**config.mk**
```make
export PLATFORM = sky130hd
export DESIGN_NAME = booth_mult_ctrl
export DESIGN_NICKNAME = d
export VERILOG_FILES = /design/src/rtl/booth_mult_ctrl.sv
export SDC_FILE = /design/constraint.sdc
export NUM_CORES = 1
export LEC_CHECK = 0
export CORE_AREA = 5 5 42 44
export CTS_BUF_LIST = sky130_fd_sc_hd__clkbuf_8
export CTS_CLUSTER_DIAMETER = 200
export CTS_CLUSTER_SIZE = 28
export DETAILED_ROUTE_END_ITERATION = 8
export DIE_AREA = 0 0 47 49
export DONT_BUFFER_PORTS = 1
export GPL_ROUTABILITY_DRIVEN = 0
export PLACE_DENSITY_LB_ADDON = 0.25
export SYNTH_ARGS = -nofsm -noshare
export SYNTH_HDL_FRONTEND = slang
export SYNTH_SLANG_ARGS = --single-unit
export TNS_END_PERCENT = 5
```
**constraint.sdc**
```tcl
create_clock -name clk -period 1.2 [get_ports clk]
set_input_delay 0.24 -clock clk [delete_from_list [all_inputs] [get_ports clk]]
set_output_delay 0.24 -clock clk [all_outputs]
set_load 0.03 [all_outputs]
```
**src/rtl/booth_mult_ctrl.sv**
```systemverilog
// Control sequencer for a radix-2 Booth signed multiplier built from A/Q/M shift registers.
// It emits the datapath strobes, counts iterations, and reads out A and then Q onto the output bus.
module booth_mult_ctrl #(
  parameter int WIDTH = 8,
  parameter int CNT_W = $clog2(WIDTH) + 1
) (
  input  logic             clk,
  input  logic             reset,
  input  logic             start,
  input  logic             q0,
  input  logic             q_minus1,
  output logic             busy,
  output logic             load_m,
  output logic             load_q,
  output logic             clear_a,
  output logic             load_a,
  output logic             add_sub,
  output logic             shift_enable,
  output logic             out_a,
  output logic             out_q,
  output logic             done,
  output logic [CNT_W-1:0] iter_cnt
);

  localparam logic [2:0] S_IDLE   = 3'd0;
  localparam logic [2:0] S_LOAD_M = 3'd1;
  localparam logic [2:0] S_LOAD_Q = 3'd2;
  localparam logic [2:0] S_TEST   = 3'd3;
  localparam logic [2:0] S_ADDSUB = 3'd4;
  localparam logic [2:0] S_SHIFT  = 3'd5;
  localparam logic [2:0] S_OUT_A  = 3'd6;
  localparam logic [2:0] S_OUT_Q  = 3'd7;

  localparam logic [CNT_W-1:0] LAST_ITER = CNT_W'(WIDTH - 1);

  logic [2:0]       state_q, state_d;
  logic [CNT_W-1:0] cnt_q, cnt_d;
  logic             op_q, op_d;

  always_comb begin
    state_d = state_q;
    cnt_d   = cnt_q;
    op_d    = op_q;
    case (state_q)
      S_IDLE: begin
        if (start) state_d = S_LOAD_M;
      end
      S_LOAD_M: state_d = S_LOAD_Q;
      S_LOAD_Q: begin
        cnt_d   = '0;
        state_d = S_TEST;
      end
      S_TEST: begin
        // 10 -> subtract, 01 -> add; equal bits need only the shift
        if (q0 ^ q_minus1) begin
          op_d    = q0;
          state_d = S_ADDSUB;
        end else begin
          state_d = S_SHIFT;
        end
      end
      S_ADDSUB: state_d = S_SHIFT;
      S_SHIFT: begin
        cnt_d   = cnt_q + 1'b1;
        state_d = (cnt_q == LAST_ITER) ? S_OUT_A : S_TEST;
      end
      S_OUT_A: state_d = S_OUT_Q;
      S_OUT_Q: state_d = S_IDLE;
      default: state_d = S_IDLE;
    endcase
  end

  always_ff @(posedge clk or posedge reset) begin
    if (reset) begin
      state_q <= S_IDLE;
      cnt_q   <= '0;
      op_q    <= 1'b0;
    end else begin
      state_q <= state_d;
      cnt_q   <= cnt_d;
      op_q    <= op_d;
    end
  end

  // Every strobe is decoded from registered state, so the asynchronous reset clears them at once
  always_comb begin
    busy         = (state_q != S_IDLE);
    load_m       = (state_q == S_LOAD_M);
    load_q       = (state_q == S_LOAD_Q);
    clear_a      = (state_q == S_LOAD_Q);
    load_a       = (state_q == S_ADDSUB);
    add_sub      = (state_q == S_ADDSUB) & op_q;
    shift_enable = (state_q == S_SHIFT);
    out_a        = (state_q == S_OUT_A);
    out_q        = (state_q == S_OUT_Q);
    done         = (state_q == S_OUT_Q);
  end

  assign iter_cnt = cnt_q;

endmodule
```
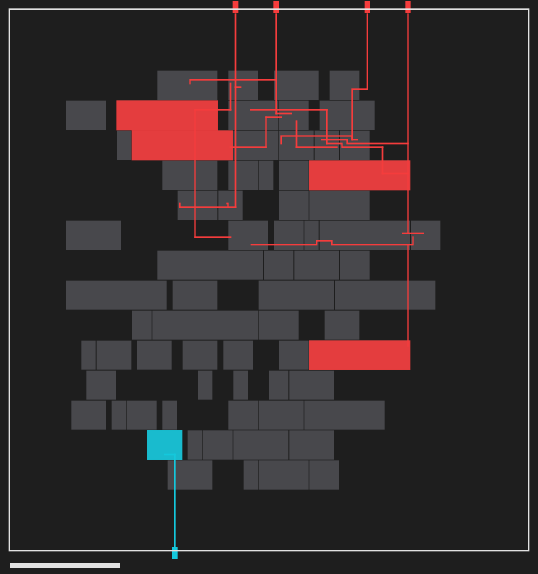
run_1/port_trees.png
Scale bar: 10 um.
legend:
  add_sub:
    colour: cyan
    bits: 1
    direction: output
    end_cells: 1
    buffers: 0
    wire: 9.20 um
  iter_cnt:
    colour: red
    bits: 4
    direction: output
    end_cells: 4
    buffers: 4
    wire: 172 um

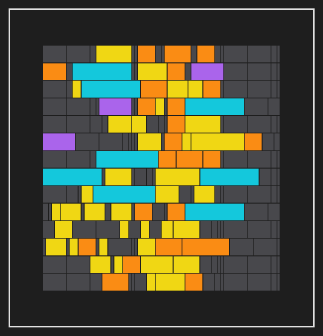
run_1/class_map.png
Fill, decap, tap and diode cells in grey.
legend:
  registers:
    colour: cyan
    cells: 8
  remaining logic cells:
    colour: yellow
    cells: 36
  remaining buffers and delay cells:
    colour: orange
    cells: 23
  clock-net drivers:
    colour: purple
    cells: 3
Seq/total area: 26.0%
Core Util, Final: 55.7%
Core Footprint: 1400 sq um
Rows: 14
cell area after layout: 781 sq um

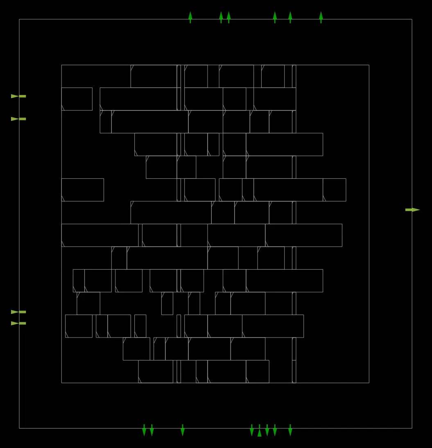
run_1/placed.png
non-filler cells in the finished layout: 86
Well-Tap Cells: 16

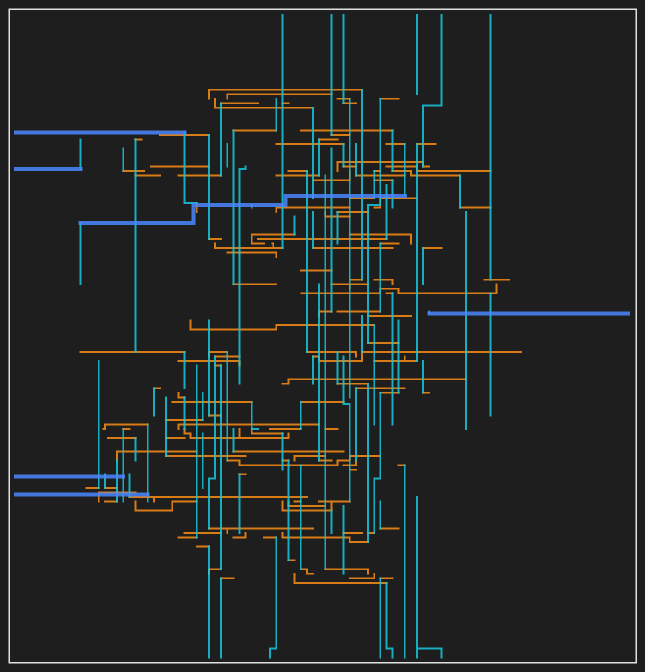
run_1/layers.png
legend:
  M1:
    colour: orange
    wire_length: 451 um
  M3:
    colour: blue
    wire_length: 76.8 um
  M2:
    colour: cyan
    wire_length: 638 um

==> out/metrics.yaml, run 1 <==
final_timing:
  hold_viol: 0
  timing.fmax_ghz: 0.707
  worst_slew_pin_slew_ns: 0.309
  slew_headroom_pct: 79.4
  min_period_over_period_pct: 118
  post-route-min-period_ns: 1.41
  fin_hold_ws_ns: 0.171
  finalSetupViolations: 15
  report.final.slew_viol_count: 0
  worst_slack_ns: -0.214
  fin_skew_ns: 0.00569
  rsz0062_at_grt: "yes"
  setup_tns_ns: -2.13
placed_design:
  pre_cts_slack_ns: -0.147
  place_inst: 79
  post-dp-hpwl_um: 865
  placed_area_sq_um: 656
  io_buffers: 0
logic_synthesis:
  synth_top_area_share_pct: 38.6
  ys_async_sr_fraction_pct: 100
  simple_gate_share_pct: 22.7
  synth_area_sq_um: 519
  synthesis.nets: 56
  yosysTopAreaCell: "dfrtp_1"
  ys_sh_mux_pct: 11.3
  avgSynthCellArea_sq_um: 10.4
  synth-cells-yosys: 50
  yosysUniqueCellTypes: 29
  logic_family: "simple AND/OR/NAND/NOR gates"
  ys_sh_xor_pct: 3.37
  synth_flops: 8
  top_cells_by_area: "dfrtp_1 (39%), buf_6 (6.5%), mux2i_4 (4.3%), nor2_1 (4.3%), and3b_1 (3.4%)"
  synthTopCellsByCount: "dfrtp_1 (8), nor2_1 (6), buf_6 (3), inv_1 (3)"
  synth_top_flop_cell: "dfrtp_1"
  ys_seq_share_pct: 38.6
  synth-adder-area-share_pct: 2.41
cells_and_area:
  ff_latch_area_sq_um: 203
  nNonClkInverters: 3
  combAreaFraction_pct: 38.3
  n_antenna_cell: 0
  clock_buffers: 3
  combGateArea_sq_um: 299
  largest_register_ffs: 4
  largest_class: "logic gates"
  layout_top_cells: "buf_4 (16), dfrtp_1 (6), nor2_1 (5), buf_6 (5), clkbuf_8 (3)"
  num-nonclk-buffers: 23
  fillers: 125
  final_nets: 78
  area_growth_pct: 50.4
  drive_above_1_share_pct: 58.6
  logic_gate_count: 33
  flops: 8
setup_path:
  worstPathCellList: "nor3b_4 > buf_4"
  cpMaxStageDelayCell: "dfrtp_2"
  crit_end: "load_q"
  crit_path_end_kind: "output port"
  crit_path_start_kind: "flop"
  r2r_slack_ns: -0.12
  crit_start: "state_q[2]"
  crit_buf_inv: 1
  reg2reg_to: "iter_cnt[0]"
  r2r-start: "state_q[2]"
  slowest_delay_ns: 0.46
  required_ns: 0.96
  cp_num_cells: 2
  path_max_fanout: 7
  crit_family: "flip-flops"
power_and_ir_drop:
  power.share.clock_pct: 14.2
  seq-power_uw: 506
  pg_clk_uw: 320
  internal-power_uw: 1320
  swShare_pct: 41.6
  ir_drop_v: 0.00105
  pwr-share-comb_pct: 63.4
  maxPowerGroup: "combinational cells"
  p_seq_share_pct: 22.4
  leakage_uw: 0.000398
  power.net_switching_uw: 939
  p_comb_uw: 1430
global_routing:
  grt_pass1_wl_mm: 1.81
  grt_overflow: 0
  grt_max_degree: 10
  grt_util_all_layers_pct: 11.2
  antenna_found_initial: 0
  grt_pass1_vias: 403
  use_met2_pct: 16.7
floorplan:
  fp_util_pct: 37.1
  pin_count: 19
  die_area_sq_um: 2300
  die_x_um: 47
  die_h_um: 49
clocking:
  max-clock-path-buffers: 2
  hold_buffers: 1
  post_cts_buffers: 1
  cts_root_buf: "clkbuf_8"
  cts_sinks: 8
  numCtsBuffers: 3
  cts-resized-gates: 8
  htreeDepth: 1
  cts_tree: "done"
  path_clk_slew_ns: 0.04
routing:
  post_drt_wl_per_cell_um: 13.5
  highest_layer: "met3"
  dr.pass1.iters: 4
  drt_iter0_drc: 4
  vias: 414
  drt-met1-wl_um: 451
  viasPerCell: 4.81
  drc: 0
  wl_met2_um: 637
  ant_nets: 0
  wl_mm: 1.17
hold_path:
  hp-start: "q0"
  min_to: "op_q"
  hold_path_class: "primary input to flop"
run_status:
  status: "finished, violations left"
  violations: "negative setup slack"
run:
  warning_count: 29
  drv_cap: 0
==> run 2: changes to the inputs <==
Settings changed: PLACE_DENSITY set to 0.63, PLACE_DENSITY_LB_ADDON 0.25 to unset.
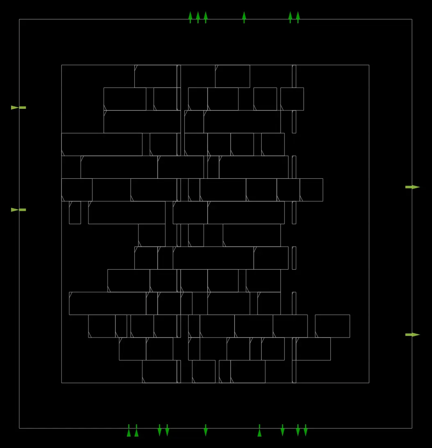
run_2/placed.png
Core Util, Final: 55.5%
Filler Cells Inserted: 133

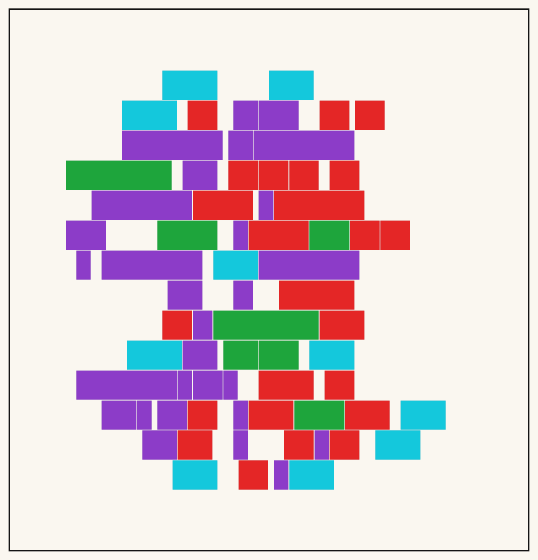
run_2/sizing.png
legend:
  x3 and x4:
    colour: red
    cells: 24
  x6 and larger:
    colour: cyan
    cells: 10
  x1 and smaller:
    colour: purple
    cells: 29
  x2:
    colour: green
    cells: 7

==> run 2 against run 1 <==
  * Setup slack worse by 0.021 ns
  * Critical endpoint is now busy
  * Register-to-register slack improved by 0.04 ns
  * Sequential share of layout area rose by 0.083 points
  * Via count increased by 0.72%
  * Final cell count stayed put
  * The run still ends with negative setup slack left
  * Global-route usage decreased by 0.27 points
  * Synthesized area unchanged
==> out/metrics.yaml, run 2 <==
setup_path:
  crit_end: "busy"
  slowest_delay_ns: 0.43  # -0.03 ns
  worstPathCellList: "buf_4 > or3_4"
  crit_buf_inv: 1  # unchanged
  r2r_slack_ns: -0.08  # +0.04 ns
  path_max_fanout: 5  # -2
  crit_path_end_kind: "output port"
  crit_start: "state_q[1]"
  cpMaxStageDelayCell: "dfrtp_1"
  r2r-start: "state_q[2]"
  required_ns: 0.96  # about the same
  cp_num_cells: 2  # unchanged
logic_synthesis:
  synth-adder-area-share_pct: 2.41  # unchanged
  synthTopCellsByCount: "dfrtp_1 (8), nor2_1 (6), buf_6 (3), inv_1 (3)"
  simple_gate_share_pct: 22.7  # unchanged
  synth_top_area_share_pct: 38.6  # unchanged
  logic_family: "simple AND/OR/NAND/NOR gates"
  synthesis.nets: 56  # unchanged
  synth_area_sq_um: 519  # unchanged
  ys_sh_mux_pct: 11.3  # unchanged
  ys_async_sr_fraction_pct: 100  # unchanged
  synth-cells-yosys: 50  # unchanged
  yosysTopAreaCell: "dfrtp_1"
  ys_seq_share_pct: 38.6  # unchanged
  synth_top_flop_cell: "dfrtp_1"
  synth_flops: 8  # unchanged
placed_design:
  place_inst: 79  # unchanged
  pre_cts_slack_ns: -0.0901  # +0.0568 ns
  placed_area_sq_um: 643  # -1.9%
  io_buffers: 0  # unchanged
  post-dp-hpwl_um: 838  # -3.0%
final_timing:
  worst_slew_pin_slew_ns: 0.295  # -0.0137 ns
  worst_slack_ns: -0.235  # -0.0210 ns
  finalSetupViolations: 15  # unchanged
  fin_skew_ns: 0.00478  # -0.000910 ns
  min_period_over_period_pct: 120  # +1.7 points
  report.final.slew_viol_count: 0  # unchanged
  setup_tns_ns: -1.99  # +0.133 ns
  post-route-min-period_ns: 1.43  # +0.0210 ns
  rsz0062_at_grt: "yes"
  slew_headroom_pct: 80.3  # +0.91 points
cells_and_area:
  drive_above_1_share_pct: 58.6  # unchanged
  ff_latch_area_sq_um: 203  # unchanged
  final_nets: 78  # unchanged
  largest_class: "logic gates"
  combGateArea_sq_um: 302  # +0.84%
  combAreaFraction_pct: 38.7  # +0.44 points
  logic_gate_count: 33  # unchanged
  stdcell_area_sq_um: 778  # -0.32%
  largest_register_ffs: 4  # unchanged
  nNonClkInverters: 3  # unchanged
  n_antenna_cell: 0  # unchanged
  clock_buffers: 3  # unchanged
clocking:
  htreeDepth: 1  # unchanged
  numCtsBuffers: 3  # unchanged
  cts_root_buf: "clkbuf_8"
  max-clock-path-buffers: 2  # unchanged
  cts_sinks: 8  # unchanged
  post_cts_buffers: 2  # +1
routing:
  ant_nets: 0  # unchanged
  vias: 417  # +0.72%
  drt-met1-wl_um: 443  # -1.8%
  wl_met2_um: 590  # -7.4%
  dr.pass1.iters: 1  # -3
  highest_layer: "met4"
global_routing:
  grt_overflow: 0  # unchanged
  grt_pass1_wl_mm: 1.79  # -1.1%
  use_met2_pct: 15.6  # -1.1 points
  grt_pass1_vias: 393  # -2.5%
power_and_ir_drop:
  pwr-share-comb_pct: 63.3  # about the same
  power.share.clock_pct: 14.3  # about the same
  ir_drop_v: 0.00134  # +28%
  p_comb_uw: 1430  # about the same
  swShare_pct: 41.6  # about the same
  internal-power_uw: 1320  # -0.16%
  power.net_switching_uw: 939  # about the same
  leakage_uw: 0.000395  # -0.86%
hold_path:
  hold_path_class: "primary input to flop"
  min_to: "op_q"
  hp-start: "q0"
floorplan:
  nWellTaps: 16  # unchanged
  core_area_sq_um: 1400  # unchanged
  std_cell_rows: 14  # unchanged
  fp_util_pct: 37.1  # unchanged
  die_h_um: 49  # unchanged
  pin_count: 19  # unchanged
run_status:
  status: "finished, violations left"
  violations: "negative setup slack"
run:
  warning_count: 29  # unchanged
==> run 3: changes to the inputs <==
Settings changed: CAP_MARGIN set to 15.
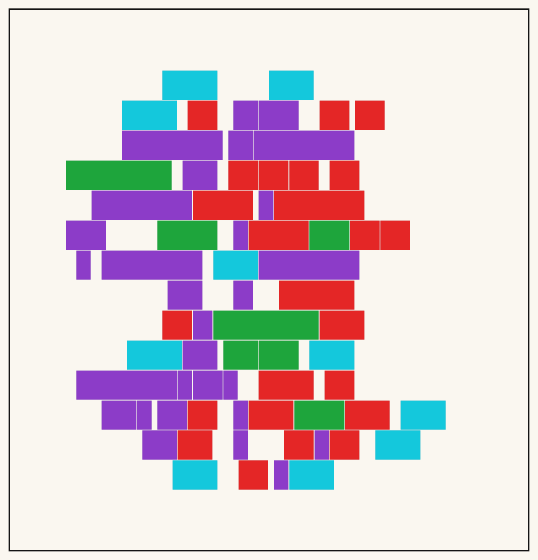
run_3/sizing.png
legend:
  x1 and smaller:
    colour: purple
    cells: 29
  x6 and larger:
    colour: cyan
    cells: 10
  x3 and x4:
    colour: red
    cells: 24
  x2:
    colour: green
    cells: 7
Repair and plain buffers: 23
worst setup margin: -0.235 ns
cell area after layout: 778 sq um
Layout area overhead: 49.9%

==> run 3 against run 2 <==
  * The flow still finishes with violations (negative setup slack)
  * Critical path depth unchanged
  * Setup slack unchanged
  * Clock skew unchanged
  * Utilization unchanged
  * Global-route usage unchanged
  * Critical path type unchanged
  * Largest cell class unchanged
  * Largest power group unchanged
==> out/metrics.yaml, run 3 <==
clocking:
  max-clock-path-buffers: 2  # unchanged
  numCtsBuffers: 3  # unchanged
  post_cts_buffers: 2  # unchanged
  cts_sinks: 8  # unchanged
setup_path:
  crit_path_end_kind: "output port"
  crit_end: "busy"
  worstPathCellList: "buf_4 > or3_4"
  r2r_slack_ns: -0.08  # about the same
  cpMaxStageDelayCell: "dfrtp_1"
  crit_start: "state_q[1]"
  r2r-start: "state_q[2]"
  slowest_delay_ns: 0.43  # about the same
hold_path:
  min_to: "op_q"
  hold_path_class: "primary input to flop"
  hp-start: "q0"
routing:
  drt-met1-wl_um: 443  # unchanged
floorplan:
  std_cell_rows: 14  # unchanged
  fp_util_pct: 37.1  # unchanged
  die_h_um: 49  # unchanged
  pin_count: 19  # unchanged
  nWellTaps: 16  # unchanged
power_and_ir_drop:
  pwr-share-comb_pct: 63.3  # about the same
  power.net_switching_uw: 939  # unchanged
  p_comb_uw: 1430  # about the same
  swShare_pct: 41.6  # unchanged
cells_and_area:
  drive_above_1_share_pct: 58.6  # unchanged
  logic_gate_count: 33  # unchanged
  fin_util_pct: 55.5  # unchanged
  largest_register_ffs: 4  # unchanged
  fillers: 133  # unchanged
  combGateArea_sq_um: 302  # unchanged
  combAreaFraction_pct: 38.7  # unchanged
  final_nets: 78  # unchanged
  ff_latch_area_sq_um: 203  # unchanged
  n_antenna_cell: 0  # unchanged
logic_synthesis:
  simple_gate_share_pct: 22.7  # unchanged
  synth_top_flop_cell: "dfrtp_1"
  synth-cells-yosys: 50  # unchanged
  synthTopCellsByCount: "dfrtp_1 (8), nor2_1 (6), buf_6 (3), inv_1 (3)"
  synthesis.nets: 56  # unchanged
  logic_family: "simple AND/OR/NAND/NOR gates"
  synth_flops: 8  # unchanged
  synth_area_sq_um: 519  # unchanged
  ys_async_sr_fraction_pct: 100  # unchanged
  ys_sh_mux_pct: 11.3  # unchanged
final_timing:
  setup_tns_ns: -1.99  # unchanged
  rsz0062_at_grt: "yes"
  report.final.slew_viol_count: 0  # unchanged
  worst_slew_pin_slew_ns: 0.295  # unchanged
  worst_slack_ns: -0.235  # unchanged
  slew_headroom_pct: 80.3  # unchanged
  finalSetupViolations: 15  # unchanged
  fin_skew_ns: 0.00478  # unchanged
run_status:
  status: "finished, violations left"
  violations: "negative setup slack"
run:
  warning_count: 29  # unchanged
placed_design:
  post-dp-hpwl_um: 838  # unchanged
  place_inst: 79  # unchanged
  io_buffers: 0  # unchanged
global_routing:
  grt_overflow: 0  # unchanged
  use_met2_pct: 15.6  # unchanged
  grt_pass1_wl_mm: 1.79  # unchanged
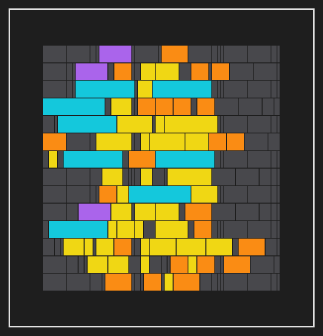
run_3/class_map.png
Fill, decap, tap and diode cells in grey.
legend:
  registers:
    colour: cyan
    cells: 8
  remaining logic cells:
    colour: yellow
    cells: 36
  remaining buffers and delay cells:
    colour: orange
    cells: 23
  clock-net drivers:
    colour: purple
    cells: 3
Seq/total area: 26.0%

Power figures rest on the tool's default switching activity, not on a simulated workload.
